$ cat config.mk
export PLATFORM = sky130hd
export DESIGN_NAME = hidden_backprop_neuron
export DESIGN_NICKNAME = d
export VERILOG_FILES = /design/src/rtl/nn_fixed_pkg.sv /design/src/rtl/bp_mul_shift.sv /design/src/rtl/hidden_backprop_neuron.sv
export SDC_FILE = /design/constraint.sdc
export NUM_CORES = 1
export LEC_CHECK = 0
export ABC_AREA = 0
export CAP_MARGIN = 40
export CORE_MARGIN = 2
export CORE_UTILIZATION = 39
export DETAILED_ROUTE_END_ITERATION = 8
export MAX_ROUTING_LAYER = met4
export PLACE_DENSITY = 0.66
export SETUP_SLACK_MARGIN = 0.2
export SYNTH_ARGS = -nofsm -noshare
export SYNTH_HDL_FRONTEND = slang
export SYNTH_SLANG_ARGS = --single-unit
$ cat constraint.sdc
create_clock -name clk -period 11.6 [get_ports clk]
set_input_delay 2.9 -clock clk [delete_from_list [all_inputs] [get_ports clk]]
set_output_delay 2.9 -clock clk [all_outputs]
set_load 0.01 [all_outputs]
$ cat src/rtl/nn_fixed_pkg.sv
// Fixed-point widths, types, saturation helpers and FSM states for the backprop neuron.
// Pure declarations: no latency, no backpressure.
package nn_fixed_pkg;

  localparam int W_W    = 10;
  localparam int E_W    = 12;
  localparam int VAL_W  = 10;
  localparam int PROD_W = E_W + VAL_W + 1;

  typedef logic signed [W_W-1:0] weight_t;
  typedef logic signed [E_W-1:0] err_t;
  typedef logic        [VAL_W-1:0] val_t;

  typedef enum logic [2:0] {
    ST_IDLE,
    ST_DERIV,
    ST_DELTA,
    ST_UPDATE,
    ST_DONE
  } bp_state_t;

  localparam logic signed [E_W:0]    W_MAX_X = (E_W+1)'(2**(W_W-1) - 1);
  localparam logic signed [E_W:0]    W_MIN_X = ~W_MAX_X;
  localparam logic signed [PROD_W-1:0] E_MAX_X = PROD_W'(2**(E_W-1) - 1);
  localparam logic signed [PROD_W-1:0] E_MIN_X = ~E_MAX_X;

  // Weight plus step needs one bit beyond the error width before clamping.
  function automatic weight_t sat_w(input logic signed [E_W:0] v);
    if (v > W_MAX_X)      return W_MAX_X[W_W-1:0];
    else if (v < W_MIN_X) return W_MIN_X[W_W-1:0];
    else                  return v[W_W-1:0];
  endfunction

  function automatic err_t sat_e(input logic signed [PROD_W-1:0] v);
    if (v > E_MAX_X)      return E_MAX_X[E_W-1:0];
    else if (v < E_MIN_X) return E_MIN_X[E_W-1:0];
    else                  return v[E_W-1:0];
  endfunction

endpackage

$ cat src/rtl/bp_mul_shift.sv
// Signed error x unsigned value, arithmetic right shift (floor), saturate to error width.
// Combinational, zero latency; no backpressure.
module bp_mul_shift
  import nn_fixed_pkg::*;
#(
  parameter int SHIFT = 10
) (
  input  err_t i_a,
  input  val_t i_b,
  output err_t o_y
);

  logic signed [PROD_W-1:0] w_a;
  logic signed [PROD_W-1:0] w_b;
  logic signed [PROD_W-1:0] w_prod;
  logic signed [PROD_W-1:0] w_shr;

  // Full-width product is exact, so the only rounding is the floor shift.
  assign w_a    = {{(PROD_W-E_W){i_a[E_W-1]}}, i_a};
  assign w_b    = {{(PROD_W-VAL_W){1'b0}}, i_b};
  assign w_prod = w_a * w_b;
  assign w_shr  = w_prod >>> SHIFT;
  assign o_y    = sat_e(w_shr);

endmodule

$ cat src/rtl/hidden_backprop_neuron.sv
// Hidden-neuron training step: derivative, delta, then one weight update per cycle.
// Latency: done 12 edges after start accept, busy drops one edge later; start/load ignored while busy.
module hidden_backprop_neuron
  import nn_fixed_pkg::*;
#(
  parameter int N_IN     = 10,
  parameter int LR_SHIFT = 4
) (
  input  logic    clk,
  input  logic    rst,
  input  logic    weight_load,
  input  weight_t weight_in [N_IN],
  input  logic    start,
  input  val_t    in_val [N_IN],
  input  val_t    out_val,
  input  err_t    err_in,
  output logic    busy,
  output logic    done,
  output err_t    delta_out,
  output weight_t weight_out [N_IN]
);

  localparam int IDX_W = $clog2(N_IN);
  localparam int D_W   = VAL_W + 2;
  localparam logic [IDX_W-1:0] LAST_IDX = IDX_W'(N_IN - 1);

  bp_state_t        r_state;
  logic [IDX_W-1:0] r_idx;
  weight_t          r_w [N_IN];
  val_t             r_in [N_IN];
  val_t             r_y;
  err_t             r_err;
  val_t             r_fprime;
  err_t             r_delta;
  logic             r_busy;
  logic             r_done;

  logic signed [D_W-1:0] w_diff;
  logic [VAL_W:0]        w_t;
  logic [VAL_W:0]        w_s;
  logic [2*VAL_W:0]      w_sq;
  val_t                  w_fprime;
  err_t                  w_delta;
  err_t                  w_dw;
  val_t                  w_x;
  weight_t               w_wcur;
  logic signed [E_W:0]   w_sum;

  // f'(y) = 0.5*(1-|2y-1|)^2 in Q0.10: s = 1024-|2y-1024|, fprime = s^2 >> 11
  assign w_diff   = $signed({1'b0, r_y, 1'b0}) - $signed(D_W'(1 << VAL_W));
  assign w_t      = w_diff[D_W-1] ? (VAL_W+1)'(-w_diff) : (VAL_W+1)'(w_diff);
  assign w_s      = (VAL_W+1)'(1 << VAL_W) - w_t;
  assign w_sq     = {{VAL_W{1'b0}}, w_s} * {{VAL_W{1'b0}}, w_s};
  assign w_fprime = VAL_W'(w_sq >> (VAL_W + 1));

  bp_mul_shift #(.SHIFT(10)) u_delta (
    .i_a (r_err),
    .i_b (r_fprime),
    .o_y (w_delta)
  );

  // Two floor shifts compose into one, so grad and learning rate fold together.
  assign w_x    = r_in[r_idx];
  assign w_wcur = r_w[r_idx];

  bp_mul_shift #(.SHIFT(10 + LR_SHIFT)) u_dw (
    .i_a (r_delta),
    .i_b (w_x),
    .o_y (w_dw)
  );

  assign w_sum = {{(E_W+1-W_W){w_wcur[W_W-1]}}, w_wcur} + {w_dw[E_W-1], w_dw};

  always_ff @(posedge clk or posedge rst) begin
    if (rst) begin
      r_state  <= ST_IDLE;
      r_idx    <= '0;
      r_y      <= '0;
      r_err    <= '0;
      r_fprime <= '0;
      r_delta  <= '0;
      r_busy   <= 1'b0;
      r_done   <= 1'b0;
      for (int i = 0; i < N_IN; i++) begin
        r_w[i]  <= '0;
        r_in[i] <= '0;
      end
    end else begin
      case (r_state)
        ST_IDLE: begin
          if (weight_load) begin
            r_w <= weight_in;
          end else if (start) begin
            r_in    <= in_val;
            r_y     <= out_val;
            r_err   <= err_in;
            r_busy  <= 1'b1;
            r_state <= ST_DERIV;
          end
        end
        ST_DERIV: begin
          r_fprime <= w_fprime;
          r_state  <= ST_DELTA;
        end
        ST_DELTA: begin
          r_delta <= w_delta;
          r_idx   <= '0;
          r_state <= ST_UPDATE;
        end
        ST_UPDATE: begin
          r_w[r_idx] <= sat_w(w_sum);
          if (r_idx == LAST_IDX) begin
            r_idx   <= '0;
            r_done  <= 1'b1;
            r_state <= ST_DONE;
          end else begin
            r_idx <= r_idx + 1'b1;
          end
        end
        ST_DONE: begin
          r_done  <= 1'b0;
          r_busy  <= 1'b0;
          r_state <= ST_IDLE;
        end
        default: r_state <= ST_IDLE;
      endcase
    end
  end

  assign busy       = r_busy;
  assign done       = r_done;
  assign delta_out  = r_delta;
  assign weight_out = r_w;

endmodule
Run 1, the metal 2 layer:
Cells faint in the background.
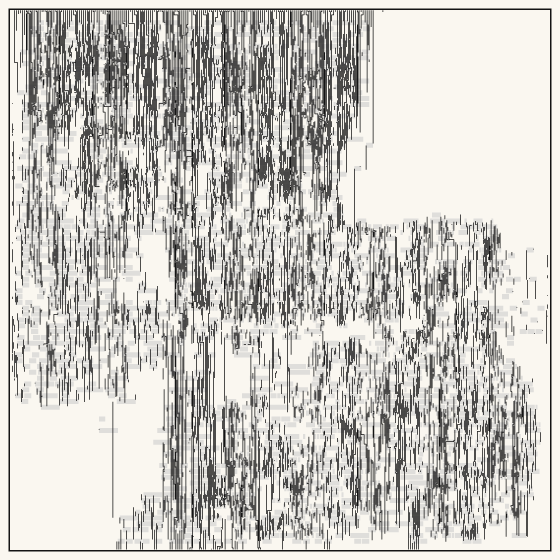
- longest straight run: 88.7 µm
- share of all routed wire: 47%
- nets with wire on the layer: 2934
- wire length on this layer: 33.4 mm
Global Route met2 Usage: 36.89%
total via count after detailed routing: 18721
total detailed-routing wirelength: 70570 µm

Run 1, cells coloured by class:
Fill, decap, tap and diode cells in grey.
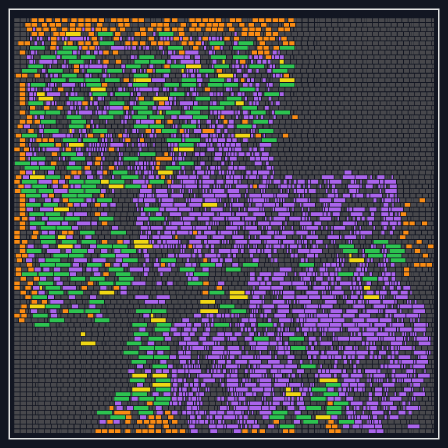
- yellow: clock drivers and dummy loads (cells 56)
- green: registers (cells 253)
- orange: remaining buffers and delay cells (cells 366)
- purple: remaining logic cells (cells 2030)
Final Cell Area: 29310 µm²
std cell rows: 90
Core ar.: 60580 µm²

==> results.yml, run 1 <==
# generated from flow reports
critical_path:
  critPathLaunch: "r_idx[1]"
  r2r_end: "weight_out[94]"
  crit_end: "weight_out[94]"
  critical_path.n_buffers_inverters: 5
  worstSetupPathDepth: 34
  worst_setup_path_start_kind: "flop"
  r2r-start: "r_idx[1]"
  reg2regPathDepth: 34
  reg2reg_slack_ns: 1.78
  critical_path.top_delay_family: "AND-OR/OR-AND gates"
  largest_driver_fanout_on_the_critical_path: 27
  cp_slowest_cell: "sky130_fd_sc_hd__dfrtp_2"
  worst_path_largest_cell_delay_ns: 0.65
  required_ns: 12.04
  timing.critical_path.mode_cell: "sky130_fd_sc_hd__fa_1"
die:
  die_height_um: 252.2
  dieWidth_um: 252.2
  initial_utilization_pct: 39.64
synthesis:
  yosysMostFrequentCell: "sky130_fd_sc_hd__inv_1"
  synthMuxAreaShare_pct: 10.48
  synth.yosys.seq_area_share_pct: 26.36
  yosysUniqueCellTypes: 76
  synth.cellmix.adderShare_pct: 31.13
  simple_gate_share_of_the_synthesized_area_pct: 11.23
  most_area_consuming_cells_after_synthesis: "sky130_fd_sc_hd__dfrtp_1 26%, sky130_fd_sc_hd__fa_1 23%, sky130_fd_sc_hd__ha_1 8.5%, sky130_fd_sc_hd__mux2_2 5.8%, sky130_fd_sc_hd__inv_1 5.7%"
  synth.avg_cell_area_um2: 9.995
  synth_area_um2: 24020
  aoi_share_pct: 10.35
  netlist_top_cells_count: "365 x sky130_fd_sc_hd__inv_1, 271 x sky130_fd_sc_hd__fa_1, 253 x sky130_fd_sc_hd__dfrtp_1"
  yosysWarnings: 0
  commonest_flop: "sky130_fd_sc_hd__dfrtp_1"
  synth-async-reset-ratio_pct: 100.0
  synth.net_count: 3064
  synthDominantCellAreaShare_pct: 26.36
  yosys.area_share.xor_xnor_pct: 2.699
  synth_flops: 253
  flip_flops_with_a_built_in_enable: 0
  yosys_area_um2: 24020
  yosys-dominant-comb-family: "adder cells"
  cell_count_in_the_yosys_report: 2403
placement:
  place_ws_ns: 1.892
  placed_cell_area_um2: 28210
  dp.cells: 3431
cells_and_area:
  final_common_cell: "sky130_fd_sc_hd__inv_1"
  nets: 3342
  fill_cells: 5559
  areaGrowthSynthToFinish_pct: 22.05
  final_util_pct: 48.38
global_routing:
  grt_start_max_net_pins: 117
  vias_in_the_first_global_route: 19989
  grt.overflow.total: 0
  globalRouteMet1Util_pct: 30.90
  grt.met3_usage_pct: 3.635
  globalRoute.busiestLayer: "met2"
  grt_pass1_wl_um: 113100
routing:
  via_density: 5.353
  drtIter0Drc: 1450
  firstDrtPassIters: 6
  ant_nets: 0
clock_tree:
  cts_hold_buf: 0
  cts_num_sinks: 253
  cts_setup_buffers: 0
  clk_latency_ns: 0.60
  numCtsBuffers: 30
  cts-root-buf: "sky130_fd_sc_hd__clkbuf_16"
  cts_max_level: 1
  cts-resized-gates: 0
  cts.reportedPaths.clkPinSlew_ns: 0.06
worst_hold_path:
  min_to: "r_in[71]"
  timing.hold.worst.start: "r_in[71]"
  whs_path_depth: 1
sta:
  final_critical_path_setup_slack_ns: 1.779
  achievable-frequency_mhz: 101.8
  setup_viol_count_final: 0
  timing.slew.headroom_pct: 37.01
  hold_viol_final: 0
  hold-worst-slack_ns: 0.5021
  timing.setup.tns_ns: 0
  layout_min_cycle_time_ns: 9.821
  slew_viol_final: 0
run_status:
  status: "complete, no violations"
Run 1, port wiring:
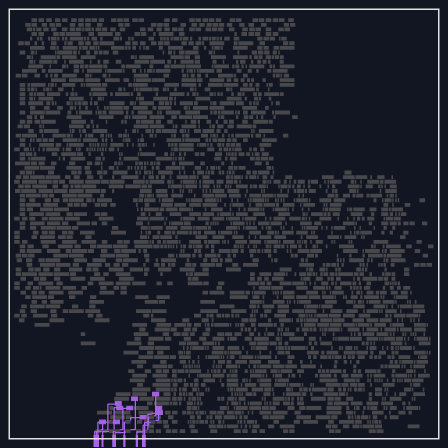
- purple: out_val (direction input; edge bottom; end cells 10; buffers 10; wire 223 µm)
Top Ports: 340
number of I/O port buffers: 339

Run 1, placed standard cells:
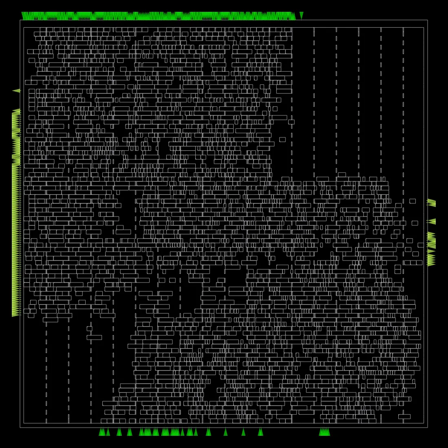
well tap count: 782
tally of non-filler cells in the final layout: 3497

==> run 1: area by class of cell <==
class                      instances  area (µm²)  area share [%]
clock buffer                      40       828.3           2.826
tap                              782       978.4           3.338
antenna                           10       25.02         0.08537
multi-input combinational       1662       15860           54.10
clock inverter                    16       250.2          0.8537
timing repair buffer             366        3646           12.44
sequential                       253        6337           21.62
inverter                         368        1389           4.738
==> run 1: per-layer routing <==
layer	routed length, µm	part of all wire [%]
met4	2419	3.4
met3	4767	6.8
met1	30010	43
met5	0	0
met2	33370	47
==> run 1: state kept, by name (all words and copies together), names as in the netlist <==
signal and cells:
busy 1, delta_out 12, done 1, r_err 12, r_fprime 10, r_idx 4
r_in 100, r_state 3, r_y 10, weight_out 100
Run 1, M3 wires:
Bar = 100 µm.
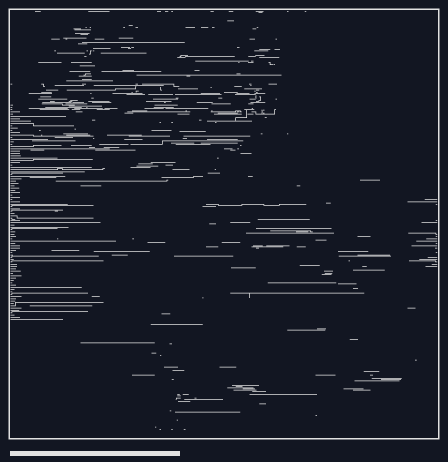

--- run 2 (diff from run 1) ---
==> constraint.sdc (replaced) <==
create_clock -name clk -period 9.9 [get_ports clk]
set_input_delay 2.475 -clock clk [delete_from_list [all_inputs] [get_ports clk]]
set_output_delay 2.475 -clock clk [all_outputs]
set_load 0.01 [all_outputs]
Run 2, M3 wires:
Bar = 100 µm.
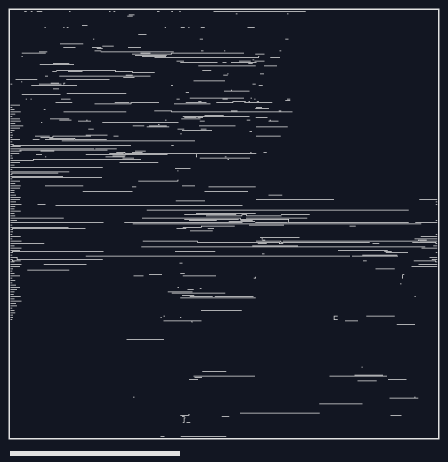
- longest straight run: 170 µm
- main direction: horizontal
- nets with wire on the layer: 290
- share of all routed wire: 7.7%
total via count after detailed routing: 18659
total detailed-routing wirelength: 72090 µm
grt met3 use: 5.396%

==> run 2 against run 1 <==
Effect of this change:
- cell area increased by 1.1%
- wire length is 2.1% higher
- critical path type unchanged
- first-iteration DRC count is 11% lower
- via count is 0.33% lower
- clock skew is 0.016 ns lower
- global-route usage increased by 0.22 points
- register-to-register slack worse by 1.0 ns
==> results.yml, run 2 <==
# generated from flow reports
cells_and_area:
  fill_cells: 5531
  final_util_pct: 48.91
  bufAreaShareNonClock_pct: 12.88
  clock_buffer_instance_count_of_the_final_layout: 40
  areaGrowthSynthToFinish_pct: 23.38
  ff_count: 253
  largestClassByArea: "combinational gates"
  n_all_inverters: 368
  logic_area_um2: 15960
  antenna_diode_count: 11
  drive_above_1_share_pct: 10.57
  final-clk-cell-share_pct: 3.809
  mostFrequentLayoutCells: "364 x sky130_fd_sc_hd__inv_1, 339 x sky130_fd_sc_hd__clkdlybuf4s50_1, 271 x sky130_fd_sc_hd__fa_1"
  nets: 3352
  final_cell_count_no_fill: 3507
  final_common_cell: "sky130_fd_sc_hd__inv_1"
  multiInputCombCellCount: 1662
  area.share.combinational_pct: 53.84
  buffers_excl_clock: 376
  seq_area_um2: 6337
critical_path:
  worst_path_largest_cell_delay_ns: 0.61
  crit_end: "weight_out[72]"
  end_kind: "flop"
  cp_slowest_cell: "sky130_fd_sc_hd__a2111oi_0"
  critical_path.top_delay_family: "AND-OR/OR-AND gates"
  critPathLaunch: "r_idx[0]"
  reg2reg_slack_ns: 0.75
  r2r-start: "r_idx[0]"
  worst_setup_path_start_kind: "flop"
  cp.arrival_ns: 9.63
  path_class: "flop to flop"
  reg2regPathDepth: 33
  r2r_end: "weight_out[72]"
  worstSetupPathDepth: 33
  largest_driver_fanout_on_the_critical_path: 13
  required_ns: 10.38
  timing.critical_path.mode_cell: "sky130_fd_sc_hd__fa_1"
  critical_path.n_buffers_inverters: 7
placement:
  gp_congestion: 0.9388
  dp.cells: 3435
  place_ws_ns: 0.2927
  post-dp-hpwl_um: 57340
  placed_cell_area_um2: 28250
  io_buffers: 339
synthesis:
  synth-async-reset-ratio_pct: 100.0
  flip_flops_with_a_built_in_enable: 0
  cell_count_in_the_yosys_report: 2403
  yosys.area_share.xor_xnor_pct: 2.699
  syn-instance-count: 2403
  commonest_flop: "sky130_fd_sc_hd__dfrtp_1"
  synth_flops: 253
  yosysMostFrequentCell: "sky130_fd_sc_hd__inv_1"
  synth.cellmix.adderShare_pct: 31.13
  synthMuxAreaShare_pct: 10.48
  yosysWarnings: 0
  yosys-dominant-comb-family: "adder cells"
  synthDominantCellAreaShare_pct: 26.36
  synth.yosys.seq_area_share_pct: 26.36
  simple_gate_share_of_the_synthesized_area_pct: 11.23
  synth.avg_cell_area_um2: 9.995
  most_area_consuming_cells_after_synthesis: "sky130_fd_sc_hd__dfrtp_1 26%, sky130_fd_sc_hd__fa_1 23%, sky130_fd_sc_hd__ha_1 8.5%, sky130_fd_sc_hd__mux2_2 5.8%, sky130_fd_sc_hd__inv_1 5.7%"
  synth.net_count: 3064
  netlist_top_cells_count: "365 x sky130_fd_sc_hd__inv_1, 271 x sky130_fd_sc_hd__fa_1, 253 x sky130_fd_sc_hd__dfrtp_1"
  synth_area_um2: 24020
  yosysUniqueCellTypes: 76
  yosysTopAreaCell: "sky130_fd_sc_hd__dfrtp_1"
  yosys_area_um2: 24020
  aoi_share_pct: 10.35
sta:
  timing.slew.headroom_pct: 41.27
  final_critical_path_setup_slack_ns: 0.7495
  timing.setup.tns_ns: 0
  period_used_pct: 92.43
  hold-worst-slack_ns: 0.5027
  finalClockSkew_ns: 0.01442
  slew_viol_final: 0
  setup_viol_count_final: 0
  layout_min_cycle_time_ns: 9.150
  rsz0062_at_grt: "no"
  hold_viol_final: 0
  achievable-frequency_mhz: 109.3
  tightestPinTransition_ns: 0.8779
global_routing:
  grt_pass1_wl_um: 113000
  antenna_found_initial: 10
  grt_start_max_net_pins: 131
  grt.overflow.total: 0
  use_met2_pct: 36.21
  globalRoute.busiestLayer: "met2"
  globalRouteMet1Util_pct: 30.70
  grt_total_usage_pct: 23.53
  vias_in_the_first_global_route: 19819
die:
  dieWidth_um: 252.2
  fp.coreArea_um2: 60580
  chip_area_um2: 63580
  die_height_um: 252.2
  initial_utilization_pct: 39.64
  row_count: 90
  num_io_pins: 340
  num_tap_cells: 782
worst_hold_path:
  min_to: "r_in[99]"
  timing.hold.worst.start: "r_in[99]"
  whs_path_depth: 1
  hp-class: "flop to flop"
routing:
  ant_nets: 0
  post-route-drc-count: 0
  drtIter0Drc: 1288
  via_density: 5.321
  routedWlPerCell_um: 20.55
  firstDrtPassIters: 6
clock_tree:
  cts.reportedPaths.clkPinSlew_ns: 0.06
  cts_hold_buf: 0
  cts.path.max_buffers: 3
  clk_latency_ns: 0.59
  cts_setup_buffers: 0
  cts-root-buf: "sky130_fd_sc_hd__clkbuf_16"
  cts_max_level: 1
  numCtsBuffers: 30
  cts_num_sinks: 253
  cts-resized-gates: 0
  tritoncts_clock_tree: "built"
run_status:
  status: "complete, no violations"
run:
  timing.max_cap.violations: 0
  openroad.warnings: 36
Run 2, cells coloured by class:
Fill, decap, tap and diode cells in grey.
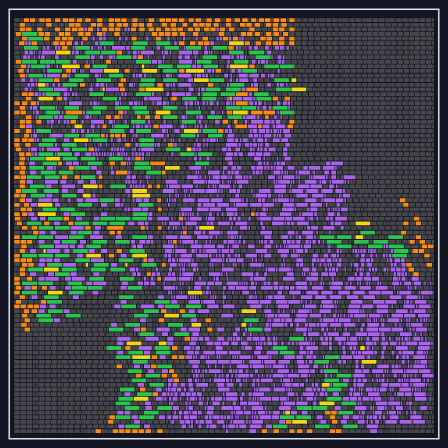
fraction of area in registers: 21.39%
Final Cell Area: 29630 µm²

## run 2: cell counts after synthesis
No cell type changed its count.
## run 2: metal layers
metal	share of wire, %	routed length [µm]
met3	7.7	5554
met2	46	33500
met5	0	0
met4	3.4	2480
met1	42	30550
## run 2: logic make-up (layout without fill, tap and decap cells)
kind of cell / after synthesis / count (layout)
multiplexers: 187 / 187
adder cells (fa/ha/maj): 435 / 435
XOR/XNOR: 74 / 74
AND/OR/NAND/NOR: 570 / 570
other: 2 / 13
AND-OR/OR-AND: 394 / 394
buffers and inverters: 488 / 799
flip-flops: 253 / 253
Run 2, port wiring:
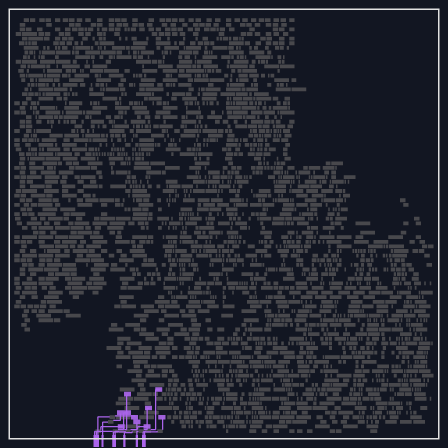

--- run 3 (diff from run 2) ---
--- a/config.mk
+++ b/config.mk
@@ -8,10 +8,10 @@
 export ABC_AREA = 0
 export CAP_MARGIN = 40
 export CORE_MARGIN = 2
-export CORE_UTILIZATION = 39
+export CORE_UTILIZATION = 57
 export DETAILED_ROUTE_END_ITERATION = 8
 export MAX_ROUTING_LAYER = met4
-export PLACE_DENSITY = 0.66
+export PLACE_DENSITY = 0.83
 export SETUP_SLACK_MARGIN = 0.2
 export SYNTH_ARGS = -nofsm -noshare
 export SYNTH_HDL_FRONTEND = slang
Run 3, port wiring:
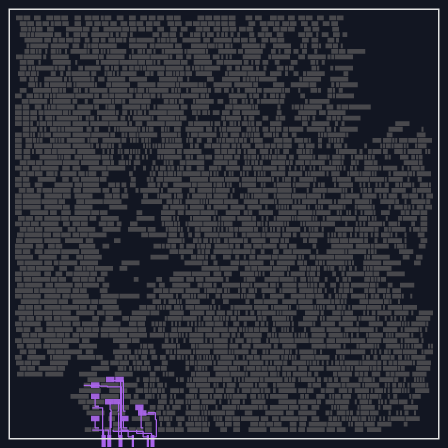

==> run 3 against run 2 <==
Effect of this change:
- die size down 31%
- non-clock buffer count unchanged
- count of clock-buffer cells in the layout down 5
- first-iteration DRC count up 17%
- sequential share of layout area up 0.32 points
- utilization up 21 points
- wire length down 4.5%
- register-to-register slack worse by 0.24 ns
- worst setup slack worse by 0.24 ns
- critical path type unchanged
- critical endpoint is now weight_out[20]
==> results.yml, run 3 <==
# generated from flow reports
cells_and_area:
  seq_area_um2: 6336
  clock_buffer_instance_count_of_the_final_layout: 35
  post-route-cell-area_um2: 29190
  final_common_cell: "sky130_fd_sc_hd__inv_1"
  buffers_excl_clock: 376
  antenna_diode_count: 5
  final-clk-cell-share_pct: 3.695
critical_path:
  critPathLaunch: "r_idx[0]"
  largest_driver_fanout_on_the_critical_path: 12
  reg2regPathDepth: 31
  cp_slowest_cell: "sky130_fd_sc_hd__a2111oi_0"
  r2r-start: "r_idx[0]"
  cp.arrival_ns: 9.88
  timing.critical_path.mode_cell: "sky130_fd_sc_hd__fa_1"
  worst_path_largest_cell_delay_ns: 0.73
  critical_path.n_buffers_inverters: 5
  worst_setup_path_start_kind: "flop"
  end_kind: "flop"
placement:
  io_buffers: 339
  place_ws_ns: 0.3571
  dp.cells: 3191
  gp_congestion: 0.9366
  placed_cell_area_um2: 27930
  post-dp-hpwl_um: 53740
synthesis:
  synth_flops: 253
  synth.avg_cell_area_um2: 9.995
  synth.net_count: 3064
  cell_count_in_the_yosys_report: 2403
  yosysWarnings: 0
  commonest_flop: "sky130_fd_sc_hd__dfrtp_1"
  synth_area_um2: 24020
  synthDominantCellAreaShare_pct: 26.36
  yosysMostFrequentCell: "sky130_fd_sc_hd__inv_1"
  syn-instance-count: 2403
routing:
  vias: 19110
  routedWlPerCell_um: 21.13
  via_density: 5.867
  met2WireLength_um: 33490
  drtIter0Drc: 1503
  ant_nets: 0
sta:
  achievable-frequency_mhz: 106.5
  hold-worst-slack_ns: 0.5022
  slew_viol_final: 0
  layout_min_cycle_time_ns: 9.394
  setup_viol_count_final: 0
  timing.slew.headroom_pct: 41.29
  hold_viol_final: 0
  tightestPinTransition_ns: 0.8806
  period_used_pct: 94.88
  finalClockSkew_ns: 0.02829
  final_critical_path_setup_slack_ns: 0.5065
global_routing:
  vias_in_the_first_global_route: 20738
  use_met2_pct: 53.98
  grt.overflow.total: 0
  grt_start_max_net_pins: 103
  grt_total_usage_pct: 33.13
  grt.met3_usage_pct: 6.853
  grt_pass1_wl_um: 110700
clock_tree:
  cts_hold_buf: 0
  cts.reportedPaths.clkPinSlew_ns: 0.06
  cts.path.max_buffers: 3
  cts-root-buf: "sky130_fd_sc_hd__clkbuf_16"
  numCtsBuffers: 29
  cts_max_level: 1
run_status:
  status: "complete, no violations"
worst_hold_path:
  timing.hold.worst.start: "r_in[22]"
  min_to: "r_in[22]"
  hp-class: "flop to flop"
run:
  openroad.warnings: 32
  timing.max_cap.violations: 0
die:
  chip_area_um2: 43790
  die_height_um: 209.3
  initial_utilization_pct: 57.51
Run 3, placed standard cells:
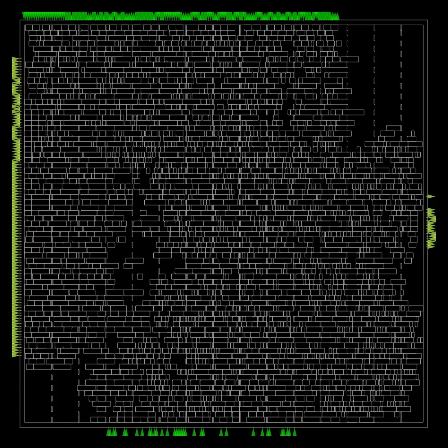
fraction of area in registers: 21.71%
number of flip-flops and latches: 253
fin util: 69.91%
tally of non-filler cells in the final layout: 3257
well tap count: 539

run 3: repair_timing:
item / 4_1_cts / 5_1_grt
setup buffers: 0 / 6
endpoints found under the hold margin: 0 / 0
resized: 0 / 16
endpoints found under the setup margin: 0 / 90
run 3: logic make-up after synthesis:
logic type,share of synthesized area (%)
buffers and inverters,7.716
multiplexers,10.48
flip-flops,26.36
other,0.03127
AND-OR/OR-AND,10.35
adder cells (fa/ha/maj),31.13
XOR/XNOR,2.699
AND/OR/NAND/NOR,11.23
